File: config.mk
export PLATFORM = sky130hd
export DESIGN_NAME = store_lane_packer
export DESIGN_NICKNAME = d
export VERILOG_FILES = /design/src/rtl/store_lane_packer.sv
export SDC_FILE = /design/constraint.sdc
export NUM_CORES = 1
export LEC_CHECK = 0
export CORE_MARGIN = 2
export CORE_UTILIZATION = 42
export DETAILED_ROUTE_END_ITERATION = 10
export GPL_TIMING_DRIVEN = 0
export PLACE_DENSITY = 0.76
export RECOVER_POWER = 100
export REMOVE_ABC_BUFFERS = 1
export SYNTH_ARGS = -nofsm -noshare
export SYNTH_HDL_FRONTEND = slang
export SYNTH_SLANG_ARGS = --single-unit
File: constraint.sdc
create_clock -name clk -period 2.6 [get_ports clk]
set_input_delay 0.52 -clock clk [delete_from_list [all_inputs] [get_ports clk]]
set_output_delay 0.52 -clock clk [all_outputs]
set_load 0.02 [all_outputs]
File: src/rtl/store_lane_packer.sv
// Store-path lane packer and FIFO: formats SB/SH/SW data onto byte lanes and queues it for data memory.
// Optional misalignment trap enabled by defining STORE_MISALIGN_TRAP_EN.
module store_lane_packer #(
  parameter int DEPTH = 2
) (
  input  logic        clk,
  input  logic        rst,
  input  logic        req_valid,
  output logic        req_ready,
  input  logic [31:0] req_addr,
  input  logic [31:0] req_data,
  input  logic [1:0]  req_size,
  output logic        mem_valid,
  input  logic        mem_ready,
  output logic [31:0] mem_addr,
  output logic [31:0] mem_wdata,
  output logic [3:0]  mem_be,
  output logic        empty,
  output logic        err_valid,
  output logic [31:0] err_addr
);

  localparam int PW = $clog2(DEPTH);
  localparam int CW = $clog2(DEPTH + 1);
  localparam logic [CW-1:0] FULL = CW'(DEPTH);

  logic [29:0]   addr_mem [DEPTH];
  logic [31:0]   data_mem [DEPTH];
  logic [3:0]    be_mem   [DEPTH];
  logic [PW-1:0] wr_ptr, rd_ptr;
  logic [CW-1:0] count;

  logic [31:0] pk_wdata;
  logic [3:0]  pk_be;
  logic        accept, drain, wr_en;

  assign accept = req_valid & req_ready;
  assign drain  = mem_valid & mem_ready;

  always_comb begin
    pk_wdata = req_data;
    pk_be    = 4'b1111;
    case (req_size)
      2'b00: begin
        pk_wdata = {4{req_data[7:0]}};
        pk_be    = 4'b0001 << req_addr[1:0];
      end
      2'b01: begin
        pk_wdata = {2{req_data[15:0]}};
        pk_be    = req_addr[1] ? 4'b1100 : 4'b0011;
      end
      default: begin
        pk_wdata = req_data;
        pk_be    = 4'b1111;
      end
    endcase
  end

`ifdef STORE_MISALIGN_TRAP_EN
  logic misaligned;

  assign misaligned = ((req_size == 2'b01) && req_addr[0]) ||
                      (req_size[1] && (req_addr[1:0] != 2'b00));
  // Misaligned requests complete the handshake but never reach the queue.
  assign wr_en = accept & ~misaligned;

  always_ff @(posedge clk) begin
    if (rst) begin
      err_valid <= 1'b0;
      err_addr  <= '0;
    end else begin
      err_valid <= accept & misaligned;
      if (accept && misaligned)
        err_addr <= req_addr;
    end
  end
`else
  assign wr_en     = accept;
  assign err_valid = 1'b0;
  assign err_addr  = '0;
`endif

  always_ff @(posedge clk) begin
    if (rst) begin
      wr_ptr <= '0;
      rd_ptr <= '0;
      count  <= '0;
    end else begin
      if (wr_en)
        wr_ptr <= wr_ptr + PW'(1);
      if (drain)
        rd_ptr <= rd_ptr + PW'(1);
      case ({wr_en, drain})
        2'b10:   count <= count + CW'(1);
        2'b01:   count <= count - CW'(1);
        default: count <= count;
      endcase
    end
  end

  // Payload storage needs no reset; occupancy is tracked solely by count.
  always_ff @(posedge clk) begin
    if (wr_en) begin
      addr_mem[wr_ptr] <= req_addr[31:2];
      data_mem[wr_ptr] <= pk_wdata;
      be_mem[wr_ptr]   <= pk_be;
    end
  end

  assign mem_valid = (count != '0);
  assign empty     = (count == '0);
  assign req_ready = (count != FULL);
  assign mem_addr  = {addr_mem[rd_ptr], 2'b00};
  assign mem_wdata = data_mem[rd_ptr];
  assign mem_be    = mem_valid ? be_mem[rd_ptr] : 4'b0000;

endmodule

### Pin map, run 1

Pins as bars across the die edge, other pins in grey.
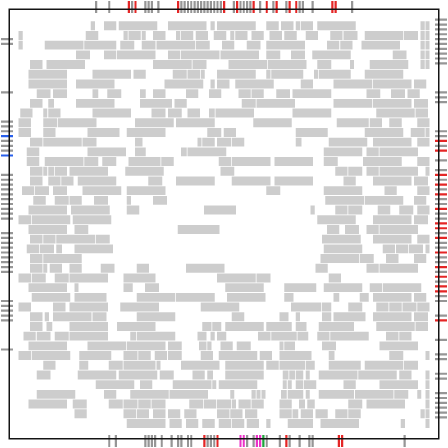
- req_addr: red (pins 32; direction input; edge 15 right, 12 top, 5 bottom)
- mem_valid: green (pins 1; direction output; edge bottom)
- req_size: blue (pins 2; direction input; edge left)
- mem_be: magenta (pins 4; direction output; edge bottom)
- all pins by edge: 60 right, 44 top, 36 left, 34 bottom
height of the die: 120.0 um
number of I/O port buffers: 138
x dimension of the die: 120.0 um

### Port wiring, run 1

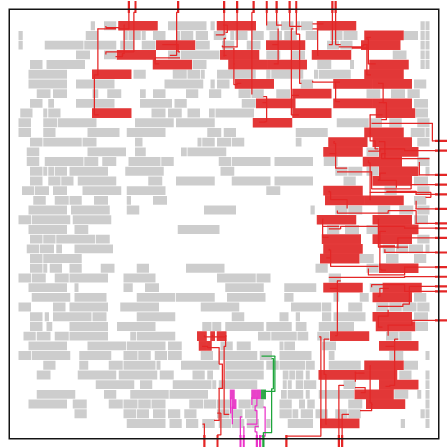
- mem_valid: green (bits 1; direction output; end cells 1; buffers 1; wire 41.7 um)
- req_addr: red (bits 32; direction input; end cells 65; buffers 32; wire 1090 um)
- mem_be: magenta (bits 4; direction output; end cells 4; buffers 4; wire 46.2 um)
number of top-level pins: 174

### Cell placement, run 1

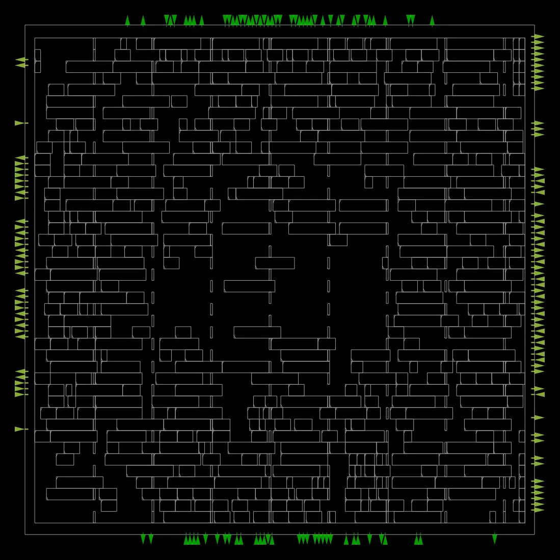
number of fill cells: 1057
area of the core: 0.01319 mm2

==> results.txt, run 1 <==
This note records the results obtained with Yosys and OpenROAD.

Pwr
In the power breakdown, the internal column shows 5459 uW. The switching power total is 2265 uW. The fraction of power consumed by combinational cells is 33.4%. The dominant power group in this design is sequential cells.

Run status
The run finished with clean final reports.

Clocking
The CTS tree is done. The number of CTS-inserted buffers is 17.

Layout
The clock buffer and inverter area fraction after layout is 7.252%. The final report gives the core utilization as 58.60%. The fraction of standard cell area that is sequential is 52.62%. In the final layout, the registers with the most flip-flops are data_mem (64), addr_mem (60), be_mem (8). The number of non-filler instances in the completed layout is 664.

Synthesis
The cell area after synthesis is 0.005653 mm2. Ranked by instance count, the synthesized netlist is headed by sky130_fd_sc_hd__edfxtp_1, sky130_fd_sc_hd__mux2_2, sky130_fd_sc_hd__buf_4, sky130_fd_sc_hd__mux2i_1, sky130_fd_sc_hd__o21ai_0. For this design, Yosys synthesis ends with a cell count of 323. The average footprint of a synthesized cell is 17.50 um2. The compound-gate portion of the synthesized area is 1.771%. Among the non-sequential cells, multiplexers take the most area.

Place
The cell count after placement is 627. The HPWL after detailed placement is 6657 um. In this run the cell area measured after placement is 0.007122 mm2.

Global route
Entering global routing, the biggest net connects 67 pins. The global routing report lists met2 layer usage as 27.06%. The first-pass GRT wire length is 16330 um.

Detailed routing
The uppermost metal layer occupied by signal nets is met4. The met2 wire length is 5578 um. The violation tally recorded at the end of detailed-routing iteration 0 is 105. The detailed route wirelength on metal3 is 746 um. For this block, wires on met1 add up to 4266 um.

Floorplanning
The number of well taps is 176.

Timing
The smallest clock period supported by the final layout is computed as 2.525 ns. Per the timing report, the achievable frequency comes out to 396.1 MHz. The final setup violation count is 0.
## Run 2: what changed since run 1
- CORE_ASPECT_RATIO: unset -> 0.7
### Cell placement, run 2

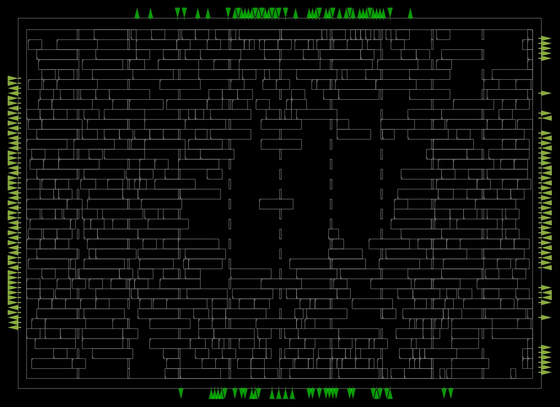
final sequential cell count: 137
area of the core: 0.01314 mm2

### Clock network drawn from the DEF, run 2

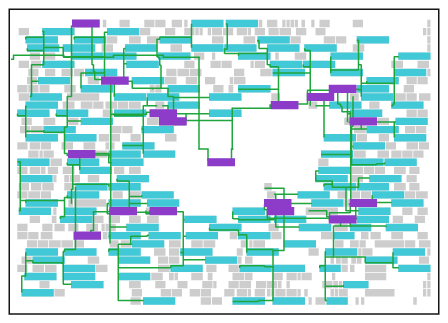
- flip-flops: cyan (count 137)
- clock wires: green (length 1710 um)
- cells driving clock nets: purple (count 17)
- routed clock nets: 18
- flops lie: spread over the die
power in the clock group: 2430 uW
Layout Skew: 0.01256 ns
insertion delay of the later-clocked pin in the worst-skew pair: 0.41 ns
clock network power share: 30.9%

==> results.txt, run 2 <==
This note records the results obtained with Yosys and OpenROAD.

Pwr
The switching power total is 2351 uW (+3.8%). The largest share of the power goes to sequential cells. The design internal power is 5529 uW (+1.3%). The fraction of power consumed by combinational cells is 32.2% (-1.2 points).

Timing
The maximum clock frequency came to 393.9 MHz (-0.55%). The final setup violation count came to 0 (unchanged).

Layout
The utilization of the core after routing came to 58.93% (+0.33 points). The clock buffer and inverter area fraction after layout is 7.741% (+0.49 points). The fraction of standard cell area that is sequential was 52.54% (-0.085 points). The number of filler instances in the final layout is 984 (-6.9%). The number of non-filler instances in the completed layout is 651 (-2.0%). The largest registers in the layout are data_mem (64), addr_mem (60), be_mem (8).

Detailed routing
The detailed route wirelength on metal3 is 1118 um (+50%). The met2 wire length came to 5125 um (-8.1%). The met1 wire length is 4816 um (+13%). The number of violations reported at the end of detailed-routing iteration 0 was 113 (+7.6%). The detailed router used layers up to and including met4.

Global route
The pin count of the biggest net entering global routing was 67 (unchanged). The met2 layer usage reported by global route came to 24.89% (-2.2 points).

Synthesis
The compound-gate portion of the synthesized area is 1.771% (unchanged). The cell area after synthesis came to 0.005653 mm2 (unchanged). The total cells reported by yosys after synthesis is 323 (unchanged).

The average footprint of a synthesized cell is 17.50 um2 (unchanged).

Place
The quantity of I/O buffers inserted on ports is 138 (unchanged). The cell count after placement came to 616 (-1.8%). The sum of net half-perimeters after detailed placement was 6745 um (+1.3%).

The placed cell area is 0.007082 mm2 (-0.56%).

Floorplanning
The y dimension of the die is 101.1 um (-16%). The number of well taps is 166 (-5.7%). The number of top-level design ports is 174 (unchanged).

The horizontal die dimension came to 142.7 um (+19%).

Clocking
TritonCTS built the clock tree.

Run status
The flow ran to the end, and the final reports show no timing, DRC or antenna violations.
Power and IR drop assume default switching activity.
